### Pin placement, run 1

(6 px per um) Pins as bars across the die edge, other pins in grey.
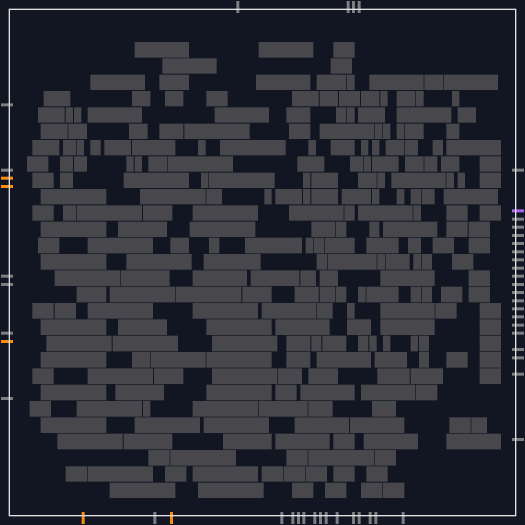
### Metal 2, run 1

(6 px per um)
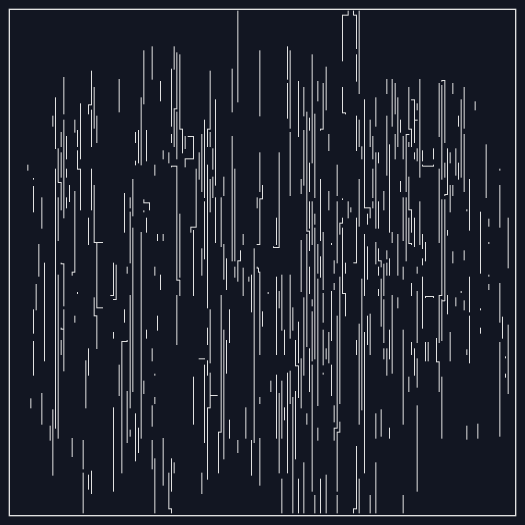
### Cell outlines without signal wires, run 1

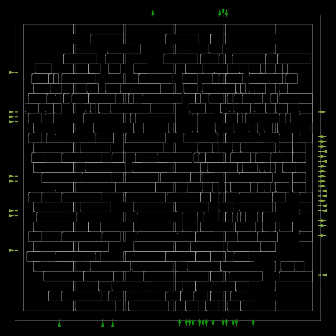
## src/rtl/gcd_pkg.sv

```systemverilog
// Shared types for the GCD job dispatcher: FSM states, default width, operand pair.
package gcd_pkg;

    localparam int unsigned DefWidth = 5;

    typedef enum logic [1:0] {
        StIdle,
        StIssue,
        StWait,
        StHold
    } state_e;

    typedef struct packed {
        logic [DefWidth-1:0] a;
        logic [DefWidth-1:0] b;
    } pair_t;

endpackage

```

## src/rtl/gcd_fifo.sv

```systemverilog
// Synchronous FIFO with registered occupancy count and asynchronous active-low reset.
module gcd_fifo #(
    parameter int unsigned DWIDTH = 10,
    parameter int unsigned DEPTH  = 4
) (
    input  logic                       clk,
    input  logic                       rst,
    input  logic                       push,
    input  logic                       pop,
    input  logic [DWIDTH-1:0]          wdata,
    output logic [DWIDTH-1:0]          rdata,
    output logic                       full,
    output logic                       empty,
    output logic [$clog2(DEPTH):0]     count
);

    localparam int unsigned PtrW = $clog2(DEPTH);

    logic [DWIDTH-1:0] mem_q [DEPTH];
    logic [PtrW-1:0]   wr_ptr_q;
    logic [PtrW-1:0]   rd_ptr_q;
    logic [PtrW:0]     count_q;
    logic              do_push;
    logic              do_pop;

    assign full    = (count_q == (PtrW+1)'(DEPTH));
    assign empty   = (count_q == '0);
    assign count   = count_q;
    assign rdata   = mem_q[rd_ptr_q];
    assign do_push = push && !full;
    assign do_pop  = pop && !empty;

    // Pointers wrap naturally because DEPTH is a power of two.
    always_ff @(posedge clk or negedge rst) begin
        if (!rst) begin
            wr_ptr_q <= '0;
            rd_ptr_q <= '0;
            count_q  <= '0;
        end else begin
            if (do_push) wr_ptr_q <= wr_ptr_q + 1'b1;
            if (do_pop)  rd_ptr_q <= rd_ptr_q + 1'b1;
            if (do_push && !do_pop) begin
                count_q <= count_q + 1'b1;
            end else if (!do_push && do_pop) begin
                count_q <= count_q - 1'b1;
            end
        end
    end

    // Storage needs no reset; reset empties the FIFO through the pointers and count.
    always_ff @(posedge clk) begin
        if (do_push) mem_q[wr_ptr_q] <= wdata;
    end

endmodule

```

## src/rtl/gcd_dispatch.sv

```systemverilog
// Job dispatcher in front of the GCD core: buffers operand pairs, runs one job at a time,
// bypasses zero operands and flags a core that never answers.
module gcd_dispatch
    import gcd_pkg::*;
#(
    parameter int unsigned WIDTH   = DefWidth,
    parameter int unsigned DEPTH   = 4,
    parameter int unsigned TIMEOUT = 64
) (
    input  logic             clk,
    input  logic             rst,
    input  logic             in_valid,
    output logic             in_ready,
    input  logic [WIDTH-1:0] in_a,
    input  logic [WIDTH-1:0] in_b,
    output logic             gcd_start,
    output logic [WIDTH-1:0] gcd_a,
    output logic [WIDTH-1:0] gcd_b,
    input  logic             gcd_done,
    input  logic [WIDTH-1:0] gcd_res,
    output logic             out_valid,
    input  logic             out_ready,
    output logic [WIDTH-1:0] out_res,
    output logic [WIDTH-1:0] out_a,
    output logic [WIDTH-1:0] out_b,
    output logic             out_err,
    output logic             busy
);

    localparam int unsigned          WdWidth = $clog2(TIMEOUT + 1);
    localparam logic [WdWidth-1:0]   WdMax   = WdWidth'(TIMEOUT);

    state_e               state_q, state_d;
    logic [WIDTH-1:0]     a_q, a_d;
    logic [WIDTH-1:0]     b_q, b_d;
    logic [WIDTH-1:0]     res_q, res_d;
    logic                 err_q, err_d;
    logic [WdWidth-1:0]   wdog_q, wdog_d;

    logic                 fifo_pop;
    logic [2*WIDTH-1:0]   fifo_rdata;
    logic                 fifo_full;
    logic                 fifo_empty;
    logic [$clog2(DEPTH):0] fifo_count;
    logic [WIDTH-1:0]     head_a;
    logic [WIDTH-1:0]     head_b;

    gcd_fifo #(
        .DWIDTH (2 * WIDTH),
        .DEPTH  (DEPTH)
    ) u_fifo (
        .clk   (clk),
        .rst   (rst),
        .push  (in_valid && in_ready),
        .pop   (fifo_pop),
        .wdata ({in_a, in_b}),
        .rdata (fifo_rdata),
        .full  (fifo_full),
        .empty (fifo_empty),
        .count (fifo_count)
    );

    assign {head_a, head_b} = fifo_rdata;
    assign in_ready         = !fifo_full;

    always_comb begin
        state_d  = state_q;
        a_d      = a_q;
        b_d      = b_q;
        res_d    = res_q;
        err_d    = err_q;
        wdog_d   = wdog_q;
        fifo_pop = 1'b0;
        unique case (state_q)
            StIdle: begin
                if (!fifo_empty) begin
                    fifo_pop = 1'b1;
                    a_d      = head_a;
                    b_d      = head_b;
                    err_d    = 1'b0;
                    // gcd(x,0) = x and gcd(0,0) = 0, so a | b is the answer without the core.
                    if (head_a == '0 || head_b == '0) begin
                        res_d   = head_a | head_b;
                        state_d = StHold;
                    end else begin
                        state_d = StIssue;
                    end
                end
            end
            StIssue: begin
                wdog_d  = '0;
                state_d = StWait;
            end
            StWait: begin
                if (gcd_done) begin
                    res_d   = gcd_res;
                    state_d = StHold;
                end else if (wdog_q == WdMax) begin
                    res_d   = '0;
                    err_d   = 1'b1;
                    state_d = StHold;
                end else begin
                    wdog_d = wdog_q + 1'b1;
                end
            end
            StHold: begin
                if (out_ready) state_d = StIdle;
            end
            default: state_d = StIdle;
        endcase
    end

    always_ff @(posedge clk or negedge rst) begin
        if (!rst) begin
            state_q <= StIdle;
            a_q     <= '0;
            b_q     <= '0;
            res_q   <= '0;
            err_q   <= 1'b0;
            wdog_q  <= '0;
        end else begin
            state_q <= state_d;
            a_q     <= a_d;
            b_q     <= b_d;
            res_q   <= res_d;
            err_q   <= err_d;
            wdog_q  <= wdog_d;
        end
    end

    assign gcd_start = (state_q == StIssue);
    assign gcd_a     = a_q;
    assign gcd_b     = b_q;
    assign out_valid = (state_q == StHold);
    assign out_res   = res_q;
    assign out_a     = a_q;
    assign out_b     = b_q;
    assign out_err   = err_q;
    assign busy      = (fifo_count != '0) || (state_q != StIdle);

endmodule
```

## config.mk

```make
export PLATFORM = sky130hd
export DESIGN_NAME = gcd_dispatch
export DESIGN_NICKNAME = d
export VERILOG_FILES = /design/src/rtl/gcd_pkg.sv /design/src/rtl/gcd_fifo.sv /design/src/rtl/gcd_dispatch.sv
export SDC_FILE = /design/constraint.sdc
export NUM_CORES = 1
export LEC_CHECK = 0
export CAP_MARGIN = 5
export CORE_MARGIN = 2
export CORE_UTILIZATION = 50
export CTS_CLUSTER_DIAMETER = 100
export DETAILED_ROUTE_END_ITERATION = 16
export PLACE_DENSITY = 0.75
export SLEW_MARGIN = 5
export SYNTH_ARGS = -nofsm -noshare
export SYNTH_HDL_FRONTEND = slang
export SYNTH_SLANG_ARGS = --single-unit
```

## constraint.sdc

```tcl
create_clock -name clk -period 7 [get_ports clk]
set_clock_uncertainty 0.05 [all_clocks]
set_input_delay 1.05 -clock clk [delete_from_list [all_inputs] [get_ports clk]]
set_output_delay 1.05 -clock clk [all_outputs]
set_load 0.03 [all_outputs]
```

==> results.txt, run 1 <==
Implementation summary

For reference, the mux area share after synthesis is 0.145. Setup slack closes at 3.78 ns. Across all hold checks on the routed design, the worst slack comes to 0.469 ns.

The final timing summary puts the cycle share of the worst path at 0.460. Per STA, the worst path accumulates the most delay in the family buffers and inverters. The final-stage net count is 292. The count of unresolved DRC violations after routing is 0. The initial antenna violation count is 0. The via count of the first global-routing pass was 1992. The slowest library cell on the worst path is sky130_fd_sc_hd__clkdlybuf4s50_1.

The critical path data arrival time is 2.12 ns. After synthesis the cells add up to 3210 um2. The global-route wire length before repair is slightly below 10 mm. The maximum level of the CTS H-tree is 3.

The final antenna diode tally reported by the flow is 0. The number of nets produced by synthesis is 247. Logged for this run, the post-placement worst setup slack is 3.94 ns. The total of buffers placed on input and output ports is 49. The synthesis-to-finish area growth is 22.1%. The internal power is ~1.2 mW. The clock drives 72 sinks. The number of warnings the tools reported is 34. The class of the most critical hold timing path is flop to flop. The switching portion of total power comes to 0.372.

The synthesized instance count is 214. The reported net switching power is 0.699 mW. The floorplan die area is 7080 um2. The share of the core filled by cells before placement is 0.512. In the final report, the number of endpoints failing setup comes to 0.

The number of buffers added for setup after CTS is 0. The number of placement rows is 29. The portion of synthesized cell area occupied by the leading cell type is 0.374.

Setup repair after global routing left no endpoint under its margin. The run finished with clean final reports. Measured along the x axis, the die boundary spans approximately 84 um. In this run, the synthesized area fraction spent on and/or/nand/nor cells is recorded as 0.0736. The total number of yosys warnings is 0. Per the OpenROAD floorplan log, the height of the die is ~84 um. For reference, the top cells by count after synthesis are sky130_fd_sc_hd__edfxtp_1, sky130_fd_sc_hd__dfrtp_1, sky130_fd_sc_hd__nor2_1.

In this run, the synthesized area fraction spent on AND-OR/OR-AND gates is recorded as 0.0300. Grouping non-sequential cells by family puts the most area in multiplexers. Per the layout report, the design carries between 400 and 500 filler cells. The total area inside the core boundary comes to 6280 um2. The combined global-route utilization of all metal layers is 0.180. The fraction of power consumed by the clock network is 0.191. The flow reports an fmax of 0.311 GHz. The number of DRC markers in iteration 0 is around 71.

For this block, the via count after detailed routing is 1827. The total cell area reported by yosys after synthesis is 3210 um2. The cell sequence reported for the critical path is inv_1 -> ha_1 -> nand3b_1 -> clkdlybuf4s50_1. The hold-fix buffer count after cts is 0. The element type at the critical path end is an output port. The clock latency of the later-clocked register in the worst-skew pair is 0.34 ns. The mean instance size in the synthesized netlist is around 15 um2. The CTS tree is done.

The startpoint type of the worst setup path is a flop. In this run, synthesis inferred 40 flip-flops with an integrated enable. The final tally of hold violations is 0. Per the synthesis report, the number of distinct cell types is 33. The number of buffers on the longest clock path is 2. The layout stage reports a final design area of 3920 um2. The largest incremental delay on the critical path is ~0.74 ns.

The power report attributes to the combinational group a share of 0.445. The share of the Yosys chip area taken by registers is 0.623. The total buffers and inverters traversed by the critical path is 2. The sum of net half-perimeters after detailed placement is 4.12 mm. The most repeated cell in the gate-level netlist after synthesis is sky130_fd_sc_hd__edfxtp_1. The average vias per placed instance is about 5.4. The setup TNS after final layout is 0 ns. Per the final layout report, the fraction of cells sized above drive strength 1 comes to 0.167. Entering global routing, the biggest net connects 33 pins.

The post-synthesis cell type with the largest combined area is sky130_fd_sc_hd__edfxtp_1. The portion of total power attributed to sequential cells is 0.364. The detailed router reported a total wirelength of ~5.7 mm. Counting flops and latches in the post-synthesis netlist gives 72.

Among all flip-flop cells after synthesis, the most frequent one is sky130_fd_sc_hd__edfxtp_1. The required time at the endpoint of the critical path is 5.90 ns.
About 'Pin placement':
Key: orange = in_a [pins 5, direction input, edge 3 left, 2 bottom]; purple = out_err [pins 1, direction output, edge right]

About 'Metal 2':
The longest straight run is 43.2 um. The wires run mostly vertical. 256 nets have wire on it. The layer carries 2750 um of wire. The layer holds 48% of the routed length.

About 'Cell outlines without signal wires':
tally of non-filler cells in the final layout: 341
well-tap cell count: 77
final cell utilization of the core: 0.625

-- run 1: cells by family (layout without fill, tap and decap cells) --
family | after synthesis | after routing
buffers and inverters | 27 | 77
multiplexers | 29 | 29
XOR/XNOR | 11 | 11
AND/OR/NAND/NOR | 48 | 48
AND-OR/OR-AND | 14 | 14
adder cells (fa/ha/maj) | 13 | 13
flip-flops | 72 | 72
-- run 1: state kept, by name (all words and copies together), names as in the netlist --
name             flops
gcd_a                5
gcd_b                5
out_err              1
out_res              5
state_q              2
u_fifo.count         3
u_fifo.mem_q        40
u_fifo.rd_ptr_q      2
u_fifo.wr_ptr_q      2
wdog_q               7
-- run 1: layout by cell type (no fill, tap or decap), types with 8 or more instances in the layout --
cell type	instances
sky130_fd_sc_hd__mux2_2	13
sky130_fd_sc_hd__edfxtp_1	40
sky130_fd_sc_hd__inv_1	11
sky130_fd_sc_hd__dfrtp_1	32
sky130_fd_sc_hd__nor2_1	14
sky130_fd_sc_hd__ha_1	12
sky130_fd_sc_hd__clkdlybuf4s50_1	49
sky130_fd_sc_hd__clkbuf_8	9
sky130_fd_sc_hd__xnor2_1	8
sky130_fd_sc_hd__nand2_1	11
sky130_fd_sc_hd__nand3_1	8
sky130_fd_sc_hd__mux4_2	8
-- run 1: path summary, 6_finish.rpt --
kind	from	to	slack, ns	depth (start not counted)
max in group asynchronous	rst	u_fifo.count[2]	5.54	2
max	state_q[0]	busy	3.78	4
min	out_res[1]	out_res[1]	0.47	1
min reg2reg	out_res[1]	out_res[1]	0.47	1
min in group asynchronous	rst	out_res[0]	1.05	2
max reg2reg	state_q[0]	u_fifo.count[2]	4.01	10
-- run 1: power by group through the flow --
stage,clock network [mW],logic [mW],registers (mW)
after global placement,0,0.826,0.688
after global routing,0.388,0.901,0.704
after detailed placement,0,0.842,0.695
final,0.359,0.835,0.683
after floorplan,0,0.547,0.736
after CTS,0.367,0.844,0.686
-- run 1: layout make-up --
cell class | count | share of cell area
Sequential cell | 72 | 0.510
Tap cell | 77 | 0.0246
Timing Repair Buffer | 50 | 0.127
Inverter | 11 | 0.0105
Multi-Input combinational cell | 115 | 0.271
Clock buffer | 10 | 0.0325
Clock inverter | 6 | 0.0239
-- run 1: metrics by stage --
stage,total power [mW],cells,util
after detailed placement,1.54,325,0.590
after global placement,1.51,325,0.590
after CTS,1.90,341,0.625
final,1.88,341,0.625
after floorplan,1.28,214,-
after global routing,1.99,341,0.625
-- run 1: per-layer routing --
metal | vias up | track usage | share of wire
met4 | 0 | 0.0792 | 0.021
met3 | 11 | 0.0403 | 0.040
met1 | 920 | 0.240 | 0.46
met5 | - | 0 | 0
met2 | 41 | 0.287 | 0.48
li1 | 855 | - | -
## Run 2: what changed since run 1
==> constraint.sdc (replaced) <==
create_clock -name clk -period 3.29 [get_ports clk]
set_clock_uncertainty 0.05 [all_clocks]
set_input_delay 0.4935 -clock clk [delete_from_list [all_inputs] [get_ports clk]]
set_output_delay 0.4935 -clock clk [all_outputs]
set_load 0.03 [all_outputs]
### Pin placement, run 2

(6 px per um) Pins as bars across the die edge, other pins in grey.
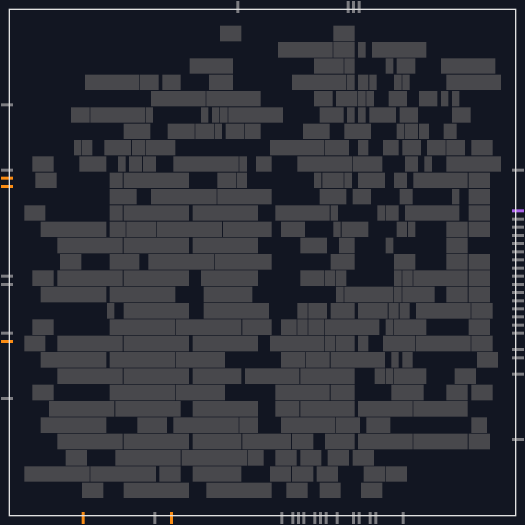
Key: purple = out_err [pins 1, direction output, edge right]; orange = in_a [pins 5, direction input, edge 3 left, 2 bottom]

==> results.txt, run 2 <==
Implementation summary

For the worst min-delay path, the startpoint reported by OpenROAD is u_fifo.count[2]. The kind of critical path is flop to flop. The CTS tree is done.

For the worst reg-to-reg path, the startpoint reported by OpenROAD is u_fifo.rd_ptr_q[0]. The number of clock sinks seen by CTS is 72. The worst hold path belongs to the class flop to flop. The post-route core utilization is 0.621. The post-cts repair resize count is 0. Of the cells placed in the final design, the portion with a size suffix greater than 1 is 0.176. The floorplan has 29 rows. The final layout reports a setup TNS of 0 ns. The flip-flop count of the largest register, all copies and words added is 40. The hold-fix buffer count after cts is 0. The count of cells in the finished layout, fillers not included, comes to roughly 340. Per the OpenROAD floorplan log, the height of the die is 84.1 um. The synthesized design contains 72 register bits. The total number of yosys warnings is 0. According to the floorplan report, the die width is roughly 84 um. After layout, the worst setup slack is approximately 0.5 ns. Post-route period utilization is reported as 0.844. The synthesized instance count is roughly 210.

Averaged over all synthesized cells, the footprint is 15.0 um2. The length in cells of the worst reg-to-reg path is 5. The terminus of the critical flop-to-flop path is out_res[3]. The sum of routed wire length over all layers is between 5 and 6 mm. The proportion of synthesized chip area in sequential cells is 0.623.

STA classifies the critical path startpoint as a flop. The floorplan die area is 7080 um2. For flop-to-flop paths, the worst setup slack is 0.51 ns. The largest incremental delay on the critical path is 0.66 ns.

The number of nets produced by synthesis is 247. The most frequent logic cell in the layout is sky130_fd_sc_hd__clkdlybuf4s50_1. The report lists the cells along the critical path as mux4_1 -> or4_1 -> o22a_1 -> o32a_4 -> mux2_4. Setup repair after global routing left no endpoint under its margin. Counting distinct cell types in the post-synthesis netlist gives 33.

The post-synth tally of flip-flops with integrated enable is 40. The antenna diode count is 0. The number of buffers on the longest clock path is 2.

The number of buffers added for setup after CTS is 0. The cell count after placement is 328. Warnings raised by the tools during the run amount to 34. Derived from the worst setup path, the maximum achievable clock frequency is 0.360 GHz. The skew report gives the latency at the later pin of the worst-skew pair as 0.35 ns. CTS added clock buffers totalling 9. In the final layout, the registers with the most flip-flops are u_fifo.mem_q: 40 flops, wdog_q: 7 flops. Of the post-synthesis cell area, the dominant cell type holds 0.374. In this run the number of H-tree levels came out at 3. The largest net degree at the start of global routing is 33. The post-detailed-route count of antenna-violating nets is 0. The total power consumption of the routed design is approximately 3.9 mW. The script logs the ratio of routed vias to standard cells as 5.20. The data arrival time reported for the critical path is 2.96 ns. The initial antenna violation count was 0. For this run the top cell type by instance count after synthesis was sky130_fd_sc_hd__edfxtp_1. The worst setup path is captured at a flop. The share of the core filled by cells before placement is 0.512. Detailed-route iteration 0 reported a violation count of 57.

STA lists the maximum fanout along the critical path as 9. The slowest library cell on the worst path is sky130_fd_sc_hd__mux4_1. The combined global-route utilization of all metal layers is 0.172. The cell total in the yosys stat output is 214. Before any placement, the netlist area is recorded as approximately 3200 um2.

The number of cells on the worst hold path is 1. The via count of the first global-routing pass came to 1834. Before CTS, the worst setup slack after placement is between 0.5 and 0.6 ns. The first global-routing pass estimated 9.28 mm of wire.

The stat command in Yosys gives a chip area of 3210 um2. The sum of net half-perimeters after detailed placement is between 4 and 5 mm. The post-synthesis cell type with the largest combined area is sky130_fd_sc_hd__edfxtp_1.

The destination of the worst hold path is u_fifo.count[2]. The flow ran to the end, and the final reports show no timing, DRC or antenna violations. The final tally of hold violations is 0. Leaving out fill and tap cells, the most frequent cells in the layout are sky130_fd_sc_hd__clkdlybuf4s50_1, sky130_fd_sc_hd__edfxtp_1, sky130_fd_sc_hd__dfrtp_1.

The final-stage net count is a little under 300. The commonest cells after synthesis are sky130_fd_sc_hd__edfxtp_1, sky130_fd_sc_hd__dfrtp_1, sky130_fd_sc_hd__nor2_1. The required time at the endpoint of the critical path is about 3.5 ns. The via count of the routed design is 1790.

The count of unresolved DRC violations after routing is 0. In this run the tool buffered the top-level ports with 49 buffer cells. The setup-violating endpoint count in the final report is 0.
### Cell outlines without signal wires, run 2

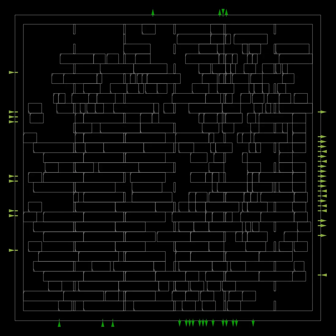
count of filler cells inserted in the layout: 464
core area: 6280 um2
num sequential: 72

## run 2: netlist changes by cell type in the layout (fill, tap and decap cells not counted)
| cell | delta |
|---|---|
| sky130_fd_sc_hd__buf_4 | +3 |
| sky130_fd_sc_hd__clkinv_4 | -1 |
| sky130_fd_sc_hd__clkbuf_1 | -1 |
| sky130_fd_sc_hd__clkinv_1 | +1 |
| sky130_fd_sc_hd__bufinv_16 | -2 |
| sky130_fd_sc_hd__inv_6 | +2 |
| sky130_fd_sc_hd__clkinvlp_4 | +1 |
## run 2: worst max-delay path by stage
stage	start	end	slack, ns	depth (start not counted)
after global placement	u_fifo.rd_ptr_q[0]	out_res[1]	0.59	5
after detailed placement	u_fifo.rd_ptr_q[0]	out_res[3]	0.52	5
final	u_fifo.rd_ptr_q[0]	out_res[3]	0.51	5
after CTS	u_fifo.rd_ptr_q[0]	out_res[3]	0.49	5
after floorplan	state_q[0]	u_fifo.count[2]	0.40	11
after global routing	u_fifo.rd_ptr_q[0]	out_res[3]	0.40	6
## run 2: worst max-delay path, delay by kind of cell (launching register included)
family | cells | cell delay, ns
simple gates | 1 | 0.54
mux | 2 | 0.97
flops | 1 | 0.62
compound gates | 2 | 0.48
## run 2: logic make-up after synthesis
logic type,Yosys count,share of synthesized area
AND-OR/OR-AND,14,0.0300
XOR/XNOR,11,0.0300
adder cells (fa/ha/maj),13,0.0530
buffers and inverters,27,0.0456
flip-flops,72,0.623
multiplexers,29,0.145
AND/OR/NAND/NOR,48,0.0736
## run 2: per-layer routing
layer	vias to the layer above	track usage	share of wire
li1	861	-	-
met1	876	0.244	0.48
met2	41	0.253	0.45
met3	12	0.0383	0.042
met4	0	0.0880	0.025
met5	-	0	0
## run 2: area by class of cell
cell class | instances | area (um2)
Clock buffer | 9 | 124
Clock inverter | 7 | 53.8
Fill cell | 464 | 2380
Tap cell | 77 | 96.3
Sequential cell | 72 | 2000
Multi-Input combinational cell | 115 | 1060
Inverter | 11 | 41.3
Timing Repair Buffer | 53 | 520
## run 2: power by group
part           total (mW)  switching, mW  internal [mW]
logic                1.79          0.939          0.853
registers            1.44          0.199           1.24
clock network       0.630          0.351          0.280
total                3.86           1.49           2.37
## Run 3: what changed since run 2
==> constraint.sdc (replaced) <==
create_clock -name clk -period 2.7 [get_ports clk]
set_clock_uncertainty 0.05 [all_clocks]
set_input_delay 0.405 -clock clk [delete_from_list [all_inputs] [get_ports clk]]
set_output_delay 0.405 -clock clk [all_outputs]
set_load 0.03 [all_outputs]
### Cell outlines without signal wires, run 3

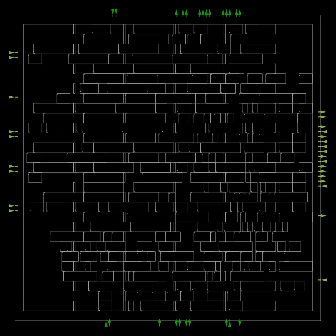
count of filler cells inserted in the layout: 475
standard-cell row count: 29
tally of non-filler cells in the final layout: 345
fraction of standard cell area that is sequential: 0.508

==> results.txt, run 3 <==
Implementation summary

The flow ran to the end, and the final reports show no timing, DRC or antenna violations. Entering global routing, the biggest net connects 33 pins. The cell area that synthesis handed to floorplanning was 3210 um2. The post-synth tally of flip-flops with integrated enable is 40.

The via count of the first global-routing pass came to 1919. The startpoint type of the worst setup path is a flop. Per the run report, area growth between synthesis and finish was 22.8%. The CTS tree is done.

The final-stage net count is 296. STA reports a reg2reg setup slack of 0.13 ns. For the worst reg-to-reg path, the startpoint reported by OpenROAD is u_fifo.rd_ptr_q[0].

The horizontal die dimension is 84.1 um. The required time at the endpoint of the critical path is approximately 2.3 ns. The total power consumption of the routed design is 4.85 mW.

The portion of total power attributed to sequential cells is 0.360. The number of clock sinks seen by CTS is 72. The hold-fix buffer count after cts is 0.

The synth_stat.txt file lists the number of cells as around 210. u_fifo.mem_q holds more flip-flops than any other register. The total number of yosys warnings is 0. The most frequent logic cell in the layout is sky130_fd_sc_hd__clkdlybuf4s50_1.

Of the post-synthesis cell area, the dominant cell type holds 0.374. In this build the clock could be raised as far as 0.388 GHz. The floorplan die area is 7080 um2. The share of the Yosys chip area taken by registers is 0.623.

The mean instance size in the synthesized netlist is about 15 um2. The DRC violation total left in the routed layout is recorded as 0. The via count of the routed design is 1849. The reported net switching power is about 1.8 mW. The number of buffers added by the clock tree synthesis step is 9. The flip-flop count of the largest register, all copies and words added is roughly 40. STA classifies the critical path endpoint as an output port. The most repeated cell in the gate-level netlist after synthesis is sky130_fd_sc_hd__edfxtp_1. In this run the tools logged warnings totalling 34. The post-detailed-route count of antenna-violating nets is 0. The setup TNS after final layout is 0 ns. Counting every net in the synthesized netlist gives 247.

The area of the placeable core is 6280 um2. The initial antenna violation count is 0. The first global-routing pass estimated 9.44 mm of wire. The post-synthesis cell type with the largest combined area is sky130_fd_sc_hd__edfxtp_1. The setup path with the least slack is of type flop to output port. The length in cells of the worst reg-to-reg path is 6. Yosys reports that the most numerous cell types are sky130_fd_sc_hd__edfxtp_1, sky130_fd_sc_hd__dfrtp_1, sky130_fd_sc_hd__nor2_1. The switching share of total power is 0.380.

Endpoints failing hold in the final report were tallied at 0. In the post-route report, total wirelength is listed as 5.82 mm. The number of gates resized after CTS was 0.

The combined global-route utilization of all metal layers is 0.177. The average vias per placed instance is approximately 5.4. The share of the core filled by cells before placement is 0.512.

The setup-violating endpoint count in the final report is 0. The final worst-path cycle share is 0.956. The synthesized instance count is 214. Looking at the clock tree report, the maximum root-to-sink buffer count equals 2. 0 antenna diodes ended up in the layout. Once the clock tree was built, the setup fixing pass inserted 0 buffers.

The internal power is 3.01 mW.
### Metal 2, run 3

(6 px per um)
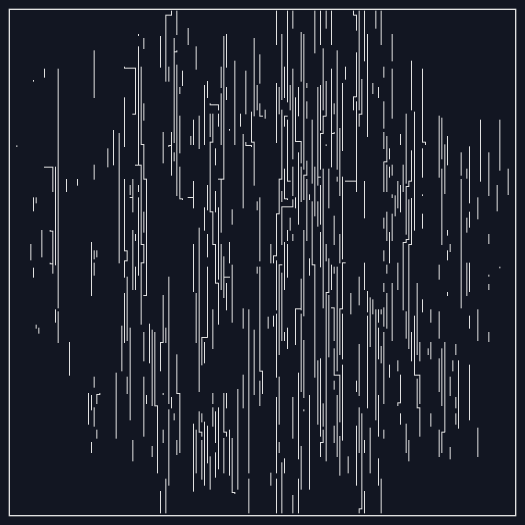
The longest straight run is 39.8 um. The layer holds 49% of the routed length.

[run 3: netlist changes by cell type in the layout (fill, tap and decap cells not counted), sizes merged]
cell / change
clkinvlp: -2
bufinv: +1
buf: +1
clkinv: +1
[run 3: per-layer routing]
layer	vias up	wire [um]	track usage
met4	0	87	0.0792
met1	931	2590	0.234
met5	-	0	0
met3	7	288	0.0521
met2	41	2850	0.275
li1	870	-	-
[run 3: stage by stage]
stage,worst slack (ns),instances,hold WS [ns],util
2_1_floorplan,0.000771,214,0.0594,-
5_1_grt,0.0201,345,0.431,0.628
6_report,0.119,345,0.389,0.628
3_5_place_dp,0.0711,329,0.437,0.595
3_3_place_gp,0.145,329,0.420,0.595
4_1_cts,0.0468,345,0.403,0.627
[run 3: power groups by stage]
| stage | sequential [mW] | combinational, mW | clock (mW) |
|---|---|---|---|
| finish | 1.74 | 2.24 | 0.867 |
| global route | 1.79 | 2.41 | 0.934 |
| CTS | 1.75 | 2.26 | 0.885 |
| detailed placement | 1.77 | 2.25 | 0 |
| global placement | 1.76 | 2.20 | 0 |
| floorplan | 1.91 | 1.43 | 0 |
[run 3: area by class of cell]
type,count,area (um2)
Inverter,11,41.3
Timing Repair Buffer,54,528
Multi-Input combinational cell,115,1070
Fill cell,475,2330
Sequential cell,72,2000
Clock buffer,9,124
Tap cell,77,96.3
Clock inverter,7,77.6
[run 3: worst max path at each step]
stage	startpoint	end	slack, ns	cells after the start
6_report	state_q[0]	busy	0.12	5
5_1_grt	state_q[0]	busy	0.02	5
4_1_cts	u_fifo.rd_ptr_q[0]	out_res[4]	0.05	6
3_5_place_dp	u_fifo.rd_ptr_q[0]	out_res[4]	0.07	6
3_3_place_gp	u_fifo.rd_ptr_q[0]	out_res[4]	0.15	6
2_1_floorplan	state_q[0]	u_fifo.count[2]	0.0008	11
[run 3: cells by family after synthesis]
group / Yosys count / synth area share
DFF: 72 / 0.623
muxes: 29 / 0.145
AOI/OAI and AO/OA: 14 / 0.0300
and+or+nand+nor: 48 / 0.0736
adders and majority gates: 13 / 0.0530
buffers and inverters: 27 / 0.0456
xor gates and xnor gates: 11 / 0.0300
[run 3: worst max-delay path, stage by stage, from the launching register on]
cell and delay (ns):
sky130_fd_sc_hd__dfrtp_1 0.41, sky130_fd_sc_hd__inv_1 0.13, sky130_fd_sc_hd__ha_1 0.32, sky130_fd_sc_hd__nand3b_1 0.15, sky130_fd_sc_hd__buf_4 0.18, sky130_fd_sc_hd__clkdlybuf4s50_1 0.59
Power figures rest on the tool's default switching activity, not on a simulated workload.
